File: config.mk
export PLATFORM = sky130hd
export DESIGN_NAME = chb_ps_modulator
export DESIGN_NICKNAME = d
export VERILOG_FILES = /design/src/rtl/chb_pkg.sv /design/src/rtl/chb_pwm_cell.sv /design/src/rtl/chb_ps_modulator.sv
export SDC_FILE = /design/constraint.sdc
export NUM_CORES = 1
export LEC_CHECK = 0
export CORE_AREA = 2 2 182 184
export CTS_BUF_LIST = sky130_fd_sc_hd__clkbuf_8 sky130_fd_sc_hd__clkbuf_16
export DETAILED_ROUTE_END_ITERATION = 10
export DIE_AREA = 0 0 184 186
export PLACE_DENSITY = 0.77
export SYNTH_ARGS = -nofsm -noshare
export SYNTH_HDL_FRONTEND = slang
export SYNTH_HIERARCHICAL = 1
export SYNTH_SLANG_ARGS = --single-unit
File: constraint.sdc
create_clock -name i_clk -period 29.5 [get_ports i_clk]
set_input_delay 7.375 -clock i_clk [delete_from_list [all_inputs] [get_ports i_clk]]
set_output_delay 7.375 -clock i_clk [all_outputs]
set_load 0.02 [all_outputs]
File: src/rtl/chb_pkg.sv
// rtl/chb_pkg.sv - shared defaults, width helpers and gate bit indices for the CHB modulator
package chb_pkg;

    localparam int N_CELLS_DEF = 3;
    localparam int CW_DEF      = 12;

    localparam int LEG_A = 0;
    localparam int LEG_B = 1;

    // Signed reference needs room for +/-P and the 2*carrier-P threshold.
    function automatic int ref_width(input int cw);
        return cw + 2;
    endfunction

    function automatic int phase_width(input int cw);
        return cw + 1;
    endfunction

endpackage

File: src/rtl/chb_pwm_cell.sv
// rtl/chb_pwm_cell.sv - one H-bridge cell: phase fold, triangle carrier, compare, registered legs
// CHB_SYNC_UPDATE_EN selects valley-synchronous reference latching.
module chb_pwm_cell
    import chb_pkg::*;
#(
    parameter int CW = CW_DEF
) (
    input  logic                 i_clk,
    input  logic                 i_rst,
    input  logic [CW:0]          i_ph,
    input  logic [CW:0]          i_off,
    input  logic [CW-1:0]        i_p_s,
    input  logic signed [CW+1:0] i_ref_c,
    input  logic                 i_idle,
    output logic [1:0]           o_gate
);

    localparam int PW = phase_width(CW);
    localparam int RW = ref_width(CW);

    logic [PW-1:0]        w_two_p;
    logic [PW-1:0]        w_room;
    logic [PW-1:0]        w_ph_k;
    logic [PW-1:0]        w_carrier;
    logic signed [RW-1:0] w_p_sgn;
    logic signed [RW-1:0] w_thr;
    logic signed [RW-1:0] w_ref_k;
    logic signed [RW-1:0] w_ref_n;
    logic                 w_leg_a;
    logic                 w_leg_b;
    logic [1:0]           r_gate;

    assign w_two_p = {i_p_s, 1'b0};

    // Modular add without a carry bit: both operands are below 2P.
    assign w_room    = w_two_p - i_off;
    assign w_ph_k    = (i_ph >= w_room) ? (i_ph - w_room) : (i_ph + i_off);
    assign w_carrier = (w_ph_k <= {1'b0, i_p_s}) ? w_ph_k : (w_two_p - w_ph_k);

    assign w_p_sgn = $signed({2'b00, i_p_s});
    assign w_thr   = $signed({w_carrier, 1'b0}) - w_p_sgn;

`ifdef CHB_SYNC_UPDATE_EN
    logic signed [RW-1:0] r_ref_k;

    always_ff @(posedge i_clk) begin
        if (i_rst) begin
            r_ref_k <= '0;
        end else if (i_idle || (w_ph_k == '0)) begin
            r_ref_k <= i_ref_c;
        end
    end

    // The valley output already uses the freshly latched value.
    assign w_ref_k = (w_ph_k == '0) ? i_ref_c : r_ref_k;
`else
    assign w_ref_k = i_ref_c;
`endif

    assign w_ref_n = -w_ref_k;
    assign w_leg_a = (w_ref_k > w_thr) || (w_ref_k == w_p_sgn);
    assign w_leg_b = (w_ref_n > w_thr) || (w_ref_n == w_p_sgn);

    always_ff @(posedge i_clk) begin
        if (i_rst || i_idle) begin
            r_gate <= '0;
        end else begin
            r_gate[LEG_A] <= w_leg_a;
            r_gate[LEG_B] <= w_leg_b;
        end
    end

    assign o_gate = r_gate;

endmodule

File: src/rtl/chb_ps_modulator.sv
// rtl/chb_ps_modulator.sv - phase-shifted-carrier PWM top: master counter, shadows, offsets, clamp, sync
// Optional macro CHB_SYNC_UPDATE_EN is consumed by chb_pwm_cell.
module chb_ps_modulator
    import chb_pkg::*;
#(
    parameter int N_CELLS = N_CELLS_DEF,
    parameter int CW      = CW_DEF
) (
    input  logic                   i_clk,
    input  logic                   i_rst,
    input  logic                   i_en,
    input  logic [CW-1:0]          i_period,
    input  logic [CW:0]            i_phase_step,
    input  logic signed [CW+1:0]   i_ref,
    output logic [2*N_CELLS-1:0]   o_gate,
    output logic                   o_sync
);

    localparam int PW = phase_width(CW);
    localparam int RW = ref_width(CW);

    logic [CW-1:0]               r_p_s;
    logic [PW-1:0]               r_step_s;
    logic [PW-1:0]               r_ph;
    logic                        r_sync;

    logic [PW-1:0]               w_two_p;
    logic                        w_idle;
    logic                        w_wrap;
    logic [PW-1:0]               w_step_eff;
    logic [PW-1:0]               w_room;
    logic [N_CELLS-1:0][PW-1:0]  w_off;
    logic signed [RW-1:0]        w_p_pos;
    logic signed [RW-1:0]        w_p_neg;
    logic signed [RW-1:0]        w_ref_c;

    assign w_two_p    = {r_p_s, 1'b0};
    assign w_idle     = !i_en || (r_p_s < CW'(2));
    assign w_wrap     = (r_ph == (w_two_p - PW'(1)));
    assign w_step_eff = (r_step_s >= w_two_p) ? '0 : r_step_s;
    assign w_room     = w_two_p - w_step_eff;

    // Shadows only move at the master wrap so no carrier is ever truncated.
    always_ff @(posedge i_clk) begin
        if (i_rst) begin
            r_p_s    <= '0;
            r_step_s <= '0;
            r_ph     <= '0;
            r_sync   <= 1'b0;
        end else if (w_idle) begin
            r_p_s    <= i_period;
            r_step_s <= i_phase_step;
            r_ph     <= '0;
            r_sync   <= 1'b0;
        end else begin
            r_sync <= (r_ph == '0);
            if (w_wrap) begin
                r_ph     <= '0;
                r_p_s    <= i_period;
                r_step_s <= i_phase_step;
            end else begin
                r_ph <= r_ph + PW'(1);
            end
        end
    end

    assign w_off[0] = '0;

    for (genvar k = 1; k < N_CELLS; k++) begin : g_off
        assign w_off[k] = (w_off[k-1] >= w_room) ? (w_off[k-1] - w_room)
                                                 : (w_off[k-1] + w_step_eff);
    end

    assign w_p_pos = $signed({2'b00, r_p_s});
    assign w_p_neg = -w_p_pos;
    assign w_ref_c = (i_ref > w_p_pos) ? w_p_pos :
                     (i_ref < w_p_neg) ? w_p_neg : i_ref;

    for (genvar k = 0; k < N_CELLS; k++) begin : g_cell
        chb_pwm_cell #(
            .CW (CW)
        ) u_cell (
            .i_clk   (i_clk),
            .i_rst   (i_rst),
            .i_ph    (r_ph),
            .i_off   (w_off[k]),
            .i_p_s   (r_p_s),
            .i_ref_c (w_ref_c),
            .i_idle  (w_idle),
            .o_gate  (o_gate[2*k+1:2*k])
        );
    end

    assign o_sync = r_sync;

endmodule
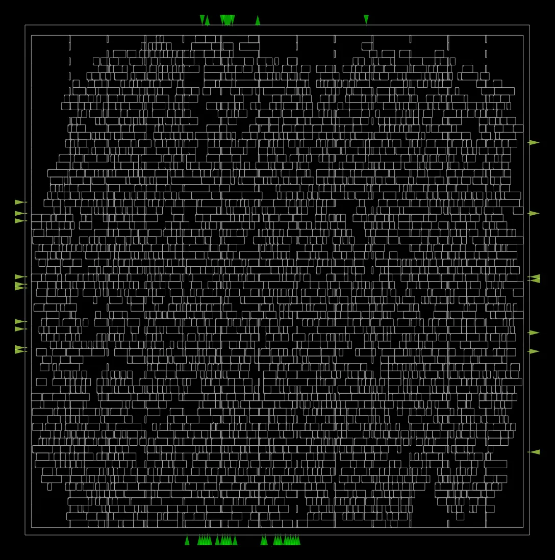
Figure 1: run 1, cell outlines without signal wires.
FILL cells: 2928
site row count: 66
Core Box Area: 32200 um2
Seq area share: 4.39%
Post-Route Utilization: 63.7%

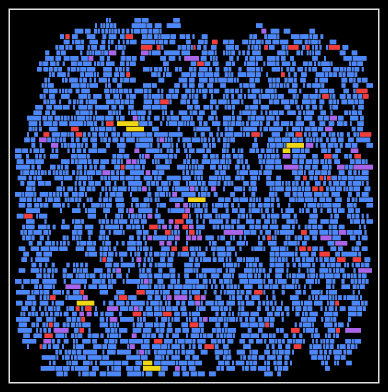
Figure 2: run 1, sizing map.
Drawn at 2 px/um.
Purple shows drive 3 to 4, cells 70, share 2.6%, most used buf_4. Blue shows drive 1 or less, cells 2545, share 94%, most used ha_1. Yellow shows drive 6 and up, cells 8, share 0.30%, most used clkbuf_16. Red shows drive 2, cells 72, share 2.7%, most used or2_2.
Non-clk bufs: 92
Final WS setup: 12.34 ns

==> qor.txt, run 1 <==
outcome -> finished clean
Seq power -> 0.0699 mW
WL final -> 61800 um
Die H -> 186 um
Post-synth area hogs -> ha_1 23%, xnor2_1 8.2%, a21oi_1 5.7%, xor2_1 5.0%, dfxtp_1 4.7%
CP max stage cell -> o22ai_2
comb. cell area -> 17200 um2
biggest registers after layout -> r_ph: 13 flops, r_step_s: 13 flops, r_p_s: 12 flops
Hold Path Origin -> r_step_s[9]$_SDFFE_PP0P_
comb pwr -> 1.84 mW
Worst path top cell family by delay -> AND-OR/OR-AND gates
Largest Pwr Group -> combinational logic
maximum VDD drop -> 0.000113 V
most used cell, CP -> o21ai_0
Cell Type Count -> 115
Mux cell area share -> 3.51%
Syn Std Cell Area -> 19100 um2
Final ANT Viol Nets -> 0
async set-reset flop share out of synthesis -> 0%
XORs/XNORs by Area -> 13.9%
crit end category -> register
cell type with the largest total area -> ha_1
Pwr Density -> 96.9 nW/um2
pin count of the biggest net entering global routing -> 32
DP Cell Count -> 3095
Nets -> 3100
number of enable flip-flop cells -> 0
Syn Inst Count -> 2619
signal buffers share of area -> 3.95%
clock latency at the later pin of the worst-skew pair -> 0.34 ns
Complex Gates by Area -> 24.7%
clock net sink count -> 45
TritonCTS buffer count -> 5
Pleak -> 9.43 nW
Slew headroom -> 20.4%
Switching Fraction -> 55.3%
post-CTS resize count -> 0
FA/HA/MAJ Cells, Area Fraction -> 24.8%
ys cells -> 2619
CTS clk-pin slew, worst paths -> 0.08 ns
CP startpoint -> r_p_s[7]$_SDFFE_PP0P_
WL met2 -> 27800 um
Tmin final -> 17.16 ns
Vias per Instance -> 6.37
detailed placement HPWL -> 48200 um
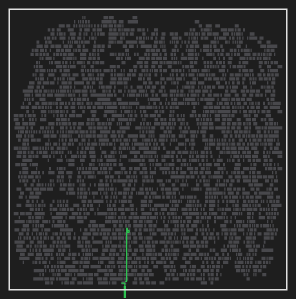
Figure 3: run 1, port wiring.
Drawn at 1.5 px/um.
Green shows i_en, direction input, end cells 1, buffers 1, wire 43.3 um.
PortBufs: 48
Top Ports: 49

run 1: cells in the final DEF, fill, tap and decap left out, types with 72 or more instances in the layout:
cell | synthesis | routed
ha_1 | 347 | 347
inv_1 | 234 | 234
nor2_1 | 224 | 224
a21oi_1 | 217 | 217
xnor2_1 | 178 | 178
nand2_1 | 175 | 175
o21ai_0 | 154 | 146
xor2_1 | 110 | 110
a21o_1 | 76 | 76
nor3_1 | 72 | 72
run 1: final timing paths:
path,to,depth (start not counted)
setup reg to reg,g_cell[2].u_cell/o_gate[1]$_SDFF_PP0_,69
setup / recovery,g_cell[2].u_cell/o_gate[1]$_SDFF_PP0_,69
hold / removal,r_step_s[9]$_SDFFE_PP0P_,2
hold reg to reg,r_step_s[9]$_SDFFE_PP0P_,2
==> run 2, diff against run 1 <==
--- a/config.mk
+++ b/config.mk
@@ -9,7 +9,7 @@
 export CTS_BUF_LIST = sky130_fd_sc_hd__clkbuf_8 sky130_fd_sc_hd__clkbuf_16
 export DETAILED_ROUTE_END_ITERATION = 10
 export DIE_AREA = 0 0 184 186
-export PLACE_DENSITY = 0.77
+export PLACE_DENSITY = 0.8
 export SYNTH_ARGS = -nofsm -noshare
 export SYNTH_HDL_FRONTEND = slang
 export SYNTH_HIERARCHICAL = 1
==> constraint.sdc (replaced) <==
create_clock -name i_clk -period 15.73 [get_ports i_clk]
set_input_delay 3.9325 -clock i_clk [delete_from_list [all_inputs] [get_ports i_clk]]
set_output_delay 3.9325 -clock i_clk [all_outputs]
set_load 0.02 [all_outputs]
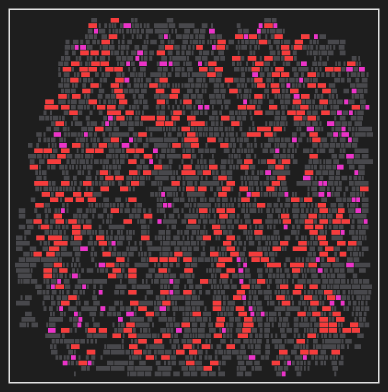
Figure 4: run 2, logic cells by family.
Drawn at 2 px/um.
Red shows adder and majority cells, cells 369, most used ha_1, where widely spread. Magenta shows AND and OR gates, cells 116, most used or2_2, where widely spread.

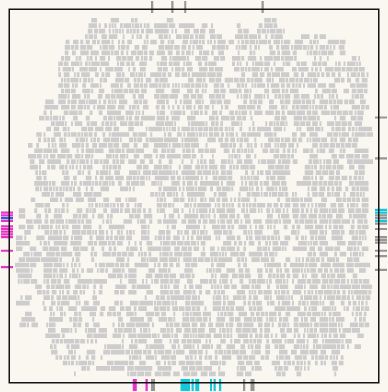
Figure 5: run 2, pin placement.
Drawn at 2 px/um. Pins as bars across the die edge, other pins in gray.
Blue shows i_en, pins 1, direction input, edge left. Magenta shows i_phase_step, pins 13, direction input, edge 10 left, 3 bottom. Cyan shows i_ref, pins 14, direction input, edge 11 bottom, 3 right.
Die H: 186 um
Die Wd: 184 um

==> qor.txt, run 2 <==
Nets -> 3116 (+0.52%)
number of enable flip-flop cells -> 0 (unchanged)
Seq area share -> 4.33% (-0.057 points)
Final ANT Viol Nets -> 0 (unchanged)
Seq power -> 0.131 mW (+87%)
Top cell excl fill/tap -> ha_1
Reg-to-Reg End -> g_cell[2].u_cell/o_gate[1]$_SDFF_PP0_
Pwr Density -> 185 nW/um2 (+91%)
crit end category -> register
ys cells -> 2619 (unchanged)
Worst path top cell family by delay -> AND-OR/OR-AND gates
Hold Path Origin -> r_step_s[9]$_SDFFE_PP0P_
detailed placement HPWL -> 48500 um (+0.69%)
WL final -> 63100 um (+2.1%)
Slew headroom -> 13.0% (-7.4 points)
Post-synth area hogs -> ha_1 23%, xnor2_1 8.2%, a21oi_1 5.7%, xor2_1 5.0%, dfxtp_1 4.7%
WL met2 -> 28800 um (+3.7%)
Final WS setup -> 0.609 ns (-11.73 ns)
maximum VDD drop -> 0.000252 V (+120%)
Vias per Instance -> 6.43 (+0.82%)
async set-reset flop share out of synthesis -> 0% (unchanged)
Top Ports -> 49 (unchanged)
Cell Type Count -> 115 (unchanged)
Levels on crit path -> 72 (+4.3%)
PortBufs -> 48 (unchanged)
Syn Inst Count -> 2619 (unchanged)
Largest Pwr Group -> combinational logic
site row count -> 66 (unchanged)
CTS clk-pin slew, worst paths -> 0.08 ns (about the same)
cell type with the largest total area -> ha_1
comb. cell area -> 17400 um2 (+1.2%)
outcome -> finished clean
comb pwr -> 3.59 mW (+95%)
R2R depth -> 72 (+4.3%)
Top Layout Cells -> 344 x ha_1, 234 x inv_1, 223 x nor2_1
signal buffers share of area -> 4.41% (+0.45 points)
CP max stage cell -> or3_4
Pleak -> 9.53 nW (+1.1%)
FILL cells -> 2885 (-1.5%)
Tmin final -> 15.12 ns (-2.04 ns)
Critical Path End -> g_cell[2].u_cell/o_gate[1]$_SDFF_PP0_
Switching Fraction -> 55.8% (+0.45 points)
biggest registers after layout -> r_ph: 13 flops, r_step_s: 13 flops, r_p_s: 12 flops
most used cell, CP -> a21oi_2
Core Box Area -> 32200 um2 (unchanged)
==> run 2: cell count changes in the layout (fill, tap and decap cells not counted), sizes merged <==
cell,previous run,this run
o22ai,15,17
diode,0,3
bufinv,1,0
clkinvlp,0,1
buf,44,58
==> run 2: kinds of logic (layout without fill, tap and decap cells) <==
family / Yosys count / in the layout / share of synthesized area, %
AOI/OAI and AO/OA: 728 / 730 / 24.7
xor gates and xnor gates: 294 / 294 / 13.9
adders and majority gates: 369 / 369 / 24.8
buffers and inverters: 292 / 350 / 6.05
DFF: 45 / 45 / 4.72
muxes: 65 / 65 / 3.51
other: 1 / 36 / 0.0197
and+or+nand+nor: 825 / 825 / 22.3
==> run 3, diff against run 2 <==
--- a/config.mk
+++ b/config.mk
@@ -9,7 +9,7 @@
 export CTS_BUF_LIST = sky130_fd_sc_hd__clkbuf_8 sky130_fd_sc_hd__clkbuf_16
 export DETAILED_ROUTE_END_ITERATION = 10
 export DIE_AREA = 0 0 184 186
-export PLACE_DENSITY = 0.8
+export PLACE_DENSITY = 0.77
 export SYNTH_ARGS = -nofsm -noshare
 export SYNTH_HDL_FRONTEND = slang
 export SYNTH_HIERARCHICAL = 1
==> constraint.sdc (replaced) <==
create_clock -name i_clk -period 18.56 [get_ports i_clk]
set_input_delay 4.64 -clock i_clk [delete_from_list [all_inputs] [get_ports i_clk]]
set_output_delay 4.64 -clock i_clk [all_outputs]
set_load 0.02 [all_outputs]
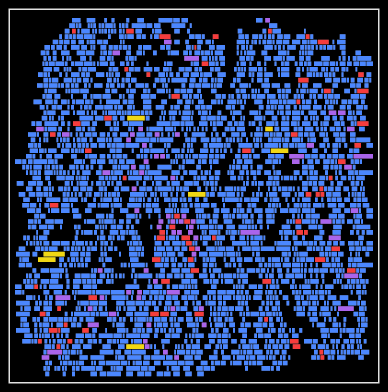
Figure 6: run 3, sizing map.
Drawn at 2 px/um.
Purple shows drive 3 to 4, cells 71, share 2.6%, most used buf_4. Yellow shows drive 6 and up, cells 7, share 0.26%, most used clkbuf_16. Red shows drive 2, cells 72, share 2.7%, most used or2_2. Blue shows drive 1 or less, cells 2545, share 94%, most used ha_1.

==> qor.txt, run 3 <==
outcome -> finished clean
Nets -> 3100 (-0.51%)
site row count -> 66 (unchanged)
CTS clk-pin slew, worst paths -> 0.10 ns (+0.02 ns)
Largest Pwr Group -> combinational logic
Pwr Density -> 154 nW/um2 (-17%)
ys cells -> 2619 (unchanged)
maximum VDD drop -> 0.000174 V (-31%)
Slew headroom -> 19.3% (+6.3 points)
Final ANT Viol Nets -> 0 (unchanged)
Vias per Instance -> 6.40 (-0.44%)
async set-reset flop share out of synthesis -> 0% (unchanged)
FILL cells -> 2878 (-0.24%)
R2R depth -> 68 (-5.6%)
Critical Path End -> g_cell[2].u_cell/o_gate[1]$_SDFF_PP0_
WL final -> 62400 um (-1.2%)
comb. cell area -> 17200 um2 (-1.2%)
comb pwr -> 2.93 mW (-18%)
cell type with the largest total area -> ha_1
Hold Path Origin -> r_step_s[0]$_SDFFE_PP0P_
PortBufs -> 48 (unchanged)
detailed placement HPWL -> 48400 um (-0.15%)
biggest registers after layout -> r_ph: 13 flops, r_step_s: 13 flops, r_p_s: 12 flops
signal buffers share of area -> 3.95% (-0.45 points)
crit end category -> register
Top cell excl fill/tap -> ha_1
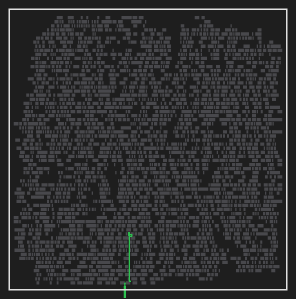
Figure 7: run 3, port wiring.
Drawn at 1.5 px/um.
Green shows i_en, direction input, end cells 1, buffers 1, wire 39.3 um.

==> run 3: cells by family (layout without fill, tap and decap cells) <==
family	count (synthesis)	count (layout)	synth area share (%)
simple gates	825	825	22.3
compound gates	728	728	24.7
buf+inv	292	336	6.05
fa+ha+maj	369	369	24.8
flops	45	45	4.72
mux	65	65	3.51
other cells	1	35	0.0197
xor+xnor	294	294	13.9
==> run 3: critical path, delay by kind of cell (launching register included) <==
family	cells	cell delay, ns
fa+ha+maj	10	3.46
buf+inv	5	0.82
compound gates	36	7.59
simple gates	13	3.24
xor+xnor	3	0.82
mux	1	0.50
flops	1	0.36
Power and IR drop assume default switching activity.
